==> config.mk <==
export PLATFORM = sky130hd
export DESIGN_NAME = btd_arbiter
export DESIGN_NICKNAME = d
export VERILOG_FILES = /design/src/rtl/btd_arbiter.sv
export SDC_FILE = /design/constraint.sdc
export NUM_CORES = 1
export LEC_CHECK = 0
export CAP_MARGIN = 0
export CORE_ASPECT_RATIO = 1.25
export CORE_MARGIN = 2
export CORE_UTILIZATION = 58
export CTS_BUF_LIST = sky130_fd_sc_hd__clkbuf_8 sky130_fd_sc_hd__clkbuf_16
export DETAILED_ROUTE_END_ITERATION = 10
export GPL_TIMING_DRIVEN = 0
export PLACE_DENSITY = 0.85
export SETUP_SLACK_MARGIN = 0.5
export SLEW_MARGIN = 10
export SYNTH_ARGS = -nofsm -noshare
export SYNTH_HDL_FRONTEND = slang
export SYNTH_SLANG_ARGS = --single-unit
==> constraint.sdc <==
create_clock -name clk -period 8 [get_ports clk]
set_input_delay 2 -clock clk [delete_from_list [all_inputs] [get_ports clk]]
set_output_delay 2 -clock clk [all_outputs]
set_load 0.01 [all_outputs]
Fig. 1: run 1, cell placement
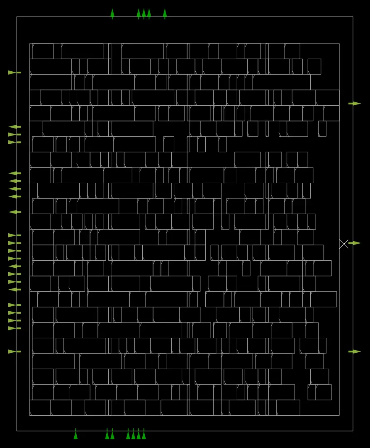
Final Core Density: 74.47%
flop count: 26
# fillers: 295
core area: 3543 um^2
Seq area share: 19.72%

Fig. 2: run 1, I/O pins on the die edge
Pins as bars across the die edge, other pins in grey.
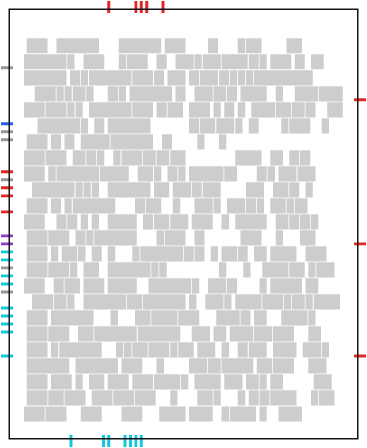
[`req`] purple | pins: 2 | direction: input | edge: left
[`dec_valid`] blue | pins: 1 | direction: output | edge: left
[`bin_data`] cyan | pins: 16 | direction: input | edge: 9 left, 7 bottom
[`dec_data`] red | pins: 12 | direction: output | edge: 5 top, 4 left, 3 right
all pins by edge: 22 left, 7 bottom, 5 top, 3 right
port buffer count: 34
die width: 58.97 um
die span in y: 72.72 um

Fig. 3: run 1, wiring by layer
Bar = 20 um.
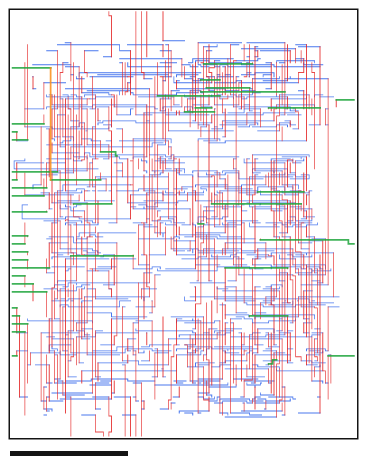
[metal 2] red | wire length: 2,760 um
[metal 4] orange | wire length: 19.0 um
[metal 3] green | wire length: 230 um
[metal 1] blue | wire length: 2,500 um
Routed Wire Length: 5502 um
total global-route track usage: 26.46%
WL per Instance: 15.50 um

==> impl_metrics.json, run 1 <==
{
  "clk_latency_ns": 0.26,
  "switching_share_pct": 45.77,
  "seq_power_uw": 160,
  "synth.most_common_cell": "nor2_1",
  "n_antenna_cell": 0,
  "post_cts_buffers": 0,
  "synthAoiAreaFrac_pct": 33.98,
  "fin_nets": 347,
  "path_max_fanout": 10,
  "first_pass_iters": 7,
  "cts_tree": "yes",
  "violations": "design-rule violations",
  "simple_gate_area_share_pct": 20.96,
  "reg2reg_depth": 27,
  "dp_hpwl_um": 4288,
  "yosysTopAreaCell": "dfxtp_1",
  "num_io_pins": 37,
  "power_density_nw_per_um2": 276.0,
  "comb_power_share_pct": 66.8,
  "viasPerCell": 6.262,
  "area_delta_synth_final_pct": 20.45,
  "cpMaxStageDelayCell": "mux2i_1",
  "ys_ff": 26,
  "critical_path.top_delay_family": "AND-OR/OR-AND gates",
  "ys_types": 64,
  "grt_pass1_vias": 2085,
  "yosys.area_share.xor_xnor_pct": 1.599,
  "rows": 24,
  "ys_sh_adder_pct": 5.140,
  "internal-power_uw": 394.9,
  "worstHoldPathCells": 2,
  "pwr-share-clk_pct": 11.2,
  "drive_gt1_share_pct": 9.494,
  "irDropWorstVdd_uv": 138.3,
  "rsz0062_at_grt": "false",
  "holdBufCountCts": 0,
  "power-top-group": "combinational cells",
  "startpoint_type": "flop",
  "reg2reg_slack_ns": 1.72,
  "cp.depth": 27,
  "critPathKind": "reg2reg",
  "crit_top_cell": "ha_1",
  "crit_path_max_incr_delay_ns": 0.57,
  "warnings": 29,
  "synthFlopType": "dfxtp_1",
  "cts_resized": 0,
  "p_clk_uw": 81.4,
  "ys_seq_share_pct": 23.76,
  "floorplan.core_util_pct": 61.83,
  "top_logic_kind": "AND-OR/OR-AND gates",
  "power_switching_uw": 333.3,
  "hp-class": "reg2reg",
  "fmax_mhz": 159.3,
  "slew_viol_final": 0,
  "critical_path_required_ns": 8.15,
  "numCtsBuffers": 3,
  "finalSetupViolations": 0,
  "leakagePower_uw": 0.001024,
  "grt.overflow.total": 0,
  "syn_area_per_cell_um2": 7.909,
  "grt_max_degree": 15,
  "clkTransAtPathRegs_ns": 0.08,
  "status": "finished, violations left",
  "die_area_um2": 4288,
  "finalSetupTns_ns": 0,
  "finalCritPeriodShare_pct": 78.46,
  "pwr.group.combinational_uw": 487,
  "cts_sinks": 26,
  "edf_count": 0,
  "clock_skew_ns": 0.002013,
  "drc": 1,
  "seq_power_share_pct": 22.0,
  "root_buffer": "clkbuf_8",
  "grt_pass1_wl_um": 9108,
  "fin_crit_ns": 6.277,
  "yosysCellCount": 277,
  "syn_inst": 277,
  "mux_share_pct": 7.196,
  "path_buffers": 7,
  "ctsHtreeMaxLevel": 1,
  "antenna_left": 0,
  "setup_ws_ns": 1.723,
  "post-place-ws_ns": 1.810,
  "grt_antenna_before_repair": 0,
  "gp_congestion": 0.9327
}
## run 1: stage by stage
step | utilization (%) | cell area [um^2] | hold WS [ns] | total power (uW) | std cells
after global placement | 72.92 | 2584 | 0.4410 | 631.8 | 351
after global routing | 74.47 | 2639 | 0.4968 | 780.7 | 355
after detailed placement | 72.92 | 2584 | 0.4502 | 640.7 | 351
final | 74.47 | 2639 | 0.4581 | 728.2 | 355
after CTS | 74.47 | 2639 | 0.4624 | 722.9 | 355
after floorplan | - | 2195 | 0.4323 | 531.6 | 278
## run 1: area by class of cell
type	instances	area (um^2)
multi-input combinational	218	1516
fill	295	904.6
sequential	26	520.5
timing repair buffer	34	340.3
buffer	18	97.59
inverter	16	60.06
clock buffer	4	55.05
tap	39	48.80
## run 1: cells in the final DEF, fill, tap and decap left out, types with 3 or more instances in the layout
| cell | instances |
|---|---|
| inv_1 | 16 |
| buf_6 | 3 |
| clkdlybuf4s50_1 | 34 |
| dfxtp_1 | 26 |
| nand3_1 | 7 |
| clkbuf_8 | 4 |
| a21o_1 | 3 |
| a21oi_1 | 15 |
| o21ai_0 | 12 |
| clkbuf_1 | 13 |
| a211o_1 | 3 |
| nand2_1 | 21 |
| a211oi_2 | 3 |
| ha_1 | 9 |
| o221ai_1 | 3 |
| nor2_1 | 30 |
| nor3_1 | 10 |
| xnor2_1 | 4 |
| o21ai_1 | 3 |
| and3_1 | 3 |
| nand2b_1 | 4 |
| mux2i_1 | 12 |
| a211oi_1 | 11 |
| o211ai_1 | 5 |
## run 1: metal layers
metal | vias up | GRT usage, % | wire length, um
met5 | - | 0 | 0
met4 | 0 | 7.071 | 19
met3 | 2 | 2.128 | 230
met2 | 59 | 45.68 | 2755
met1 | 1048 | 35.09 | 2497
li1 | 1114 | - | -
==> run 2: changes to the inputs <==
Settings changed: CORE_UTILIZATION 58 to 48, PLACE_DENSITY 0.85 to 0.75.
Clock period 8 ns to 5.3 ns, I/O delays scaled along.
Fig. 4: run 2, wires at chosen ports, followed through buffers
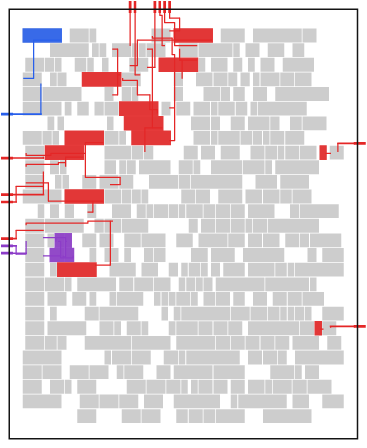
[`req`] purple | bits: 2 | direction: input | edge: left | end cells: 4 | wire: 27.4 um
[`dec_valid`] blue | bits: 1 | direction: output | edge: left | end cells: 1 | wire: 24.9 um
[`dec_data`] red | bits: 12 | direction: output | edge: 6 top, 4 left, 2 right | end cells: 12 | wire: 293 um
num ports: 37

==> run 2 against run 1 <==
Compared with the run above:
- the flow now finishes without violations
- core utilization increased by 1.6 points
- setup slack got worse by 1.2 ns
- clock skew about the same
- hold slack improved by 0.0048 ns
- register-to-register slack got worse by 1.2 ns
- synthesized area unchanged
==> impl_metrics.json, run 2 <==
{
  "root_buffer": "clkbuf_8",
  "yosys-stat-area_um2": 2191,
  "fillers": 311,
  "startpoint_type": "flop",
  "first_iter_violations": 148,
  "critPathKind": "reg2reg",
  "ys_types": 64,
  "yosysWarnings": 0,
  "crit_path_max_incr_delay_ns": 0.36,
  "top_usage_layer": "met2",
  "fin_util_pct": 76.07,
  "max-cap-violations": 0,
  "routed_wl_um": 6956,
  "warnings": 30,
  "gp_congestion": 0.8869,
  "lay_top_cells": "buf_4, clkdlybuf4s50_1, nor2_1",
  "hold_viol_final": 0,
  "critPathCaptureType": "flop",
  "met1_usage_pct": 30.98,
  "use_met3_pct": 1.975,
  "die_y_um": 79.54,
  "hp-class": "reg2reg",
  "ys_seq_share_pct": 23.76,
  "yosys-top-cells-count": "nor2_1, dfxtp_1, nand2_1, inv_1, a21oi_1",
  "crit_top_cell": "ha_4",
  "floorplan.core_util_pct": 49.89,
  "slew_viol_final": 0,
  "grt_util_all_layers_pct": 26.15,
  "cts_sinks": 26,
  "core_area_um2": 4392,
  "reg2reg_depth": 28,
  "vias": 2497,
  "edf_count": 0,
  "post-place-ws_ns": -0.05950,
  "portBuffers": 34,
  "leakagePower_uw": 0.001282,
  "syn_area_per_cell_um2": 7.909,
  "status": "finished, final reports clean",
  "antenna_left": 0,
  "ctsHtreeMaxLevel": 1,
  "viasPerCell": 6.002,
  "synthFlopType": "dfxtp_1",
  "cp.depth": 28,
  "path_max_fanout": 5,
  "path_buffers": 8,
  "wire_per_inst_um": 16.72,
  "fp.dieW_um": 64.43,
  "die_area_um2": 5124,
  "slew_headroom_pct": 57.60,
  "cpMaxStageDelayCell": "dfxtp_4",
  "clk_latency_ns": 0.27,
  "largest_reg_flops": 10,
  "rows": 27,
  "fin_crit_ns": 4.779,
  "worst_ep_arrival_time_ns": 5.00,
  "layout_top_cell": "buf_4",
  "yosysTopAreaCell": "dfxtp_1",
  "use_met2_pct": 48.85,
  "worst_pin_slew_ns": 0.6183,
  "syn_inst": 277,
  "grt_pass1_wl_um": 10790,
  "async_reset_ff_share_pct": 0,
  "synth.most_common_cell": "nor2_1",
  "clock_skew_ns": 0.002350,
  "clk_path_buf_depth": 2,
  "grt_antenna_before_repair": 0,
  "grt.overflow.total": 0,
  "clkTransAtPathRegs_ns": 0.09,
  "area_delta_synth_final_pct": 52.48,
  "holdBufCountCts": 0,
  "finalSetupViolations": 0,
  "setup_ws_ns": 0.5208,
  "drive_gt1_share_pct": 32.68,
  "power_density_nw_per_um2": 459.6,
  "syn_area_um2": 2191,
  "rsz0062_at_grt": "true",
  "yosysCellCount": 277,
  "irDropWorstVdd_uv": 243.1,
  "numCtsBuffers": 3,
  "ys_ff": 26,
  "top_area_share_pct": 23.76,
  "n_antenna_cell": 0,
  "finalCritPeriodShare_pct": 90.17,
  "cts_tree": "yes",
  "first_pass_iters": 4,
  "drc": 0,
  "top_cells_by_area": "dfxtp_1, mux2i_1, ha_1",
  "reg2reg_slack_ns": 0.52,
  "critical_path.top_delay_family": "AND-OR/OR-AND gates",
  "worstHoldPathCells": 2,
  "fin_nets": 389,
  "grt_pass1_vias": 2355,
  "dp_hpwl_um": 4181,
  "fmax_mhz": 209.2,
  "grt_max_degree": 15,
  "critical_path_required_ns": 5.52
}
==> run 2: layer usage <==
layer  vias up  wire length, um  share of wire [%]
met1      1216             2997                 43
met3        11              234                3.4
met4         0              152                2.2
met5         -                0                  0
li1       1198                -                  -
met2        72             3572                 51
==> run 2: power breakdown <==
group          switching (uW)  internal [uW]  total [uW]  leakage (uW)
Clock                    63.8           66.5         130     0.0000288
Sequential               23.1            220         244      0.000215
Combinational             591            570        1160       0.00104
==> run 2: stage by stage <==
stage	hold WS (ns)	instance area [um^2]	TNS, ns	cells	total power, uW
detailed placement	0.4452	2730	-0.05950	370	1035
floorplan	0.4323	2317	0	278	872.4
global route	0.4798	3341	0	416	1619
CTS	0.4605	3117	0	405	1348
finish	0.4629	3341	0	416	1535
global placement	0.4490	2730	-0.007262	370	1027
==> run 2: logic make-up after synthesis <==
| group | after synthesis | synth area share, % |
|---|---|---|
| flops | 26 | 23.76 |
| fa+ha+maj | 9 | 5.140 |
| xor+xnor | 4 | 1.599 |
| compound gates | 94 | 33.98 |
| other cells | 1 | 0.1712 |
| simple gates | 94 | 20.96 |
| buf+inv | 34 | 7.196 |
| mux | 15 | 7.196 |
==> run 2: final cells by class <==
cell class,instances,area [um^2],share of cell area [%]
Buffer,18,101.3,3.034
Clock buffer,4,55.05,1.648
Inverter,16,67.56,2.022
Multi-Input combinational cell,218,1857,55.58
Sequential cell,26,528.0,15.81
Tap cell,58,72.57,2.172
Timing Repair Buffer,76,659.4,19.74
==> run 2: timing repair <==
action / in CTS / in global routing
setup endpoints to repair: 2 / 6
pin swaps: 14 / 20
resized: 18 / 31
buffers inserted: 31 / 11
cloned: 0 / 0
==> run 2: worst min-delay path, delay by kind of cell (launching register included) <==
family	cells	cell delay (ns)
compound gates	1	0.05
flops	1	0.32
simple gates	1	0.05
Power and IR drop assume default switching activity.
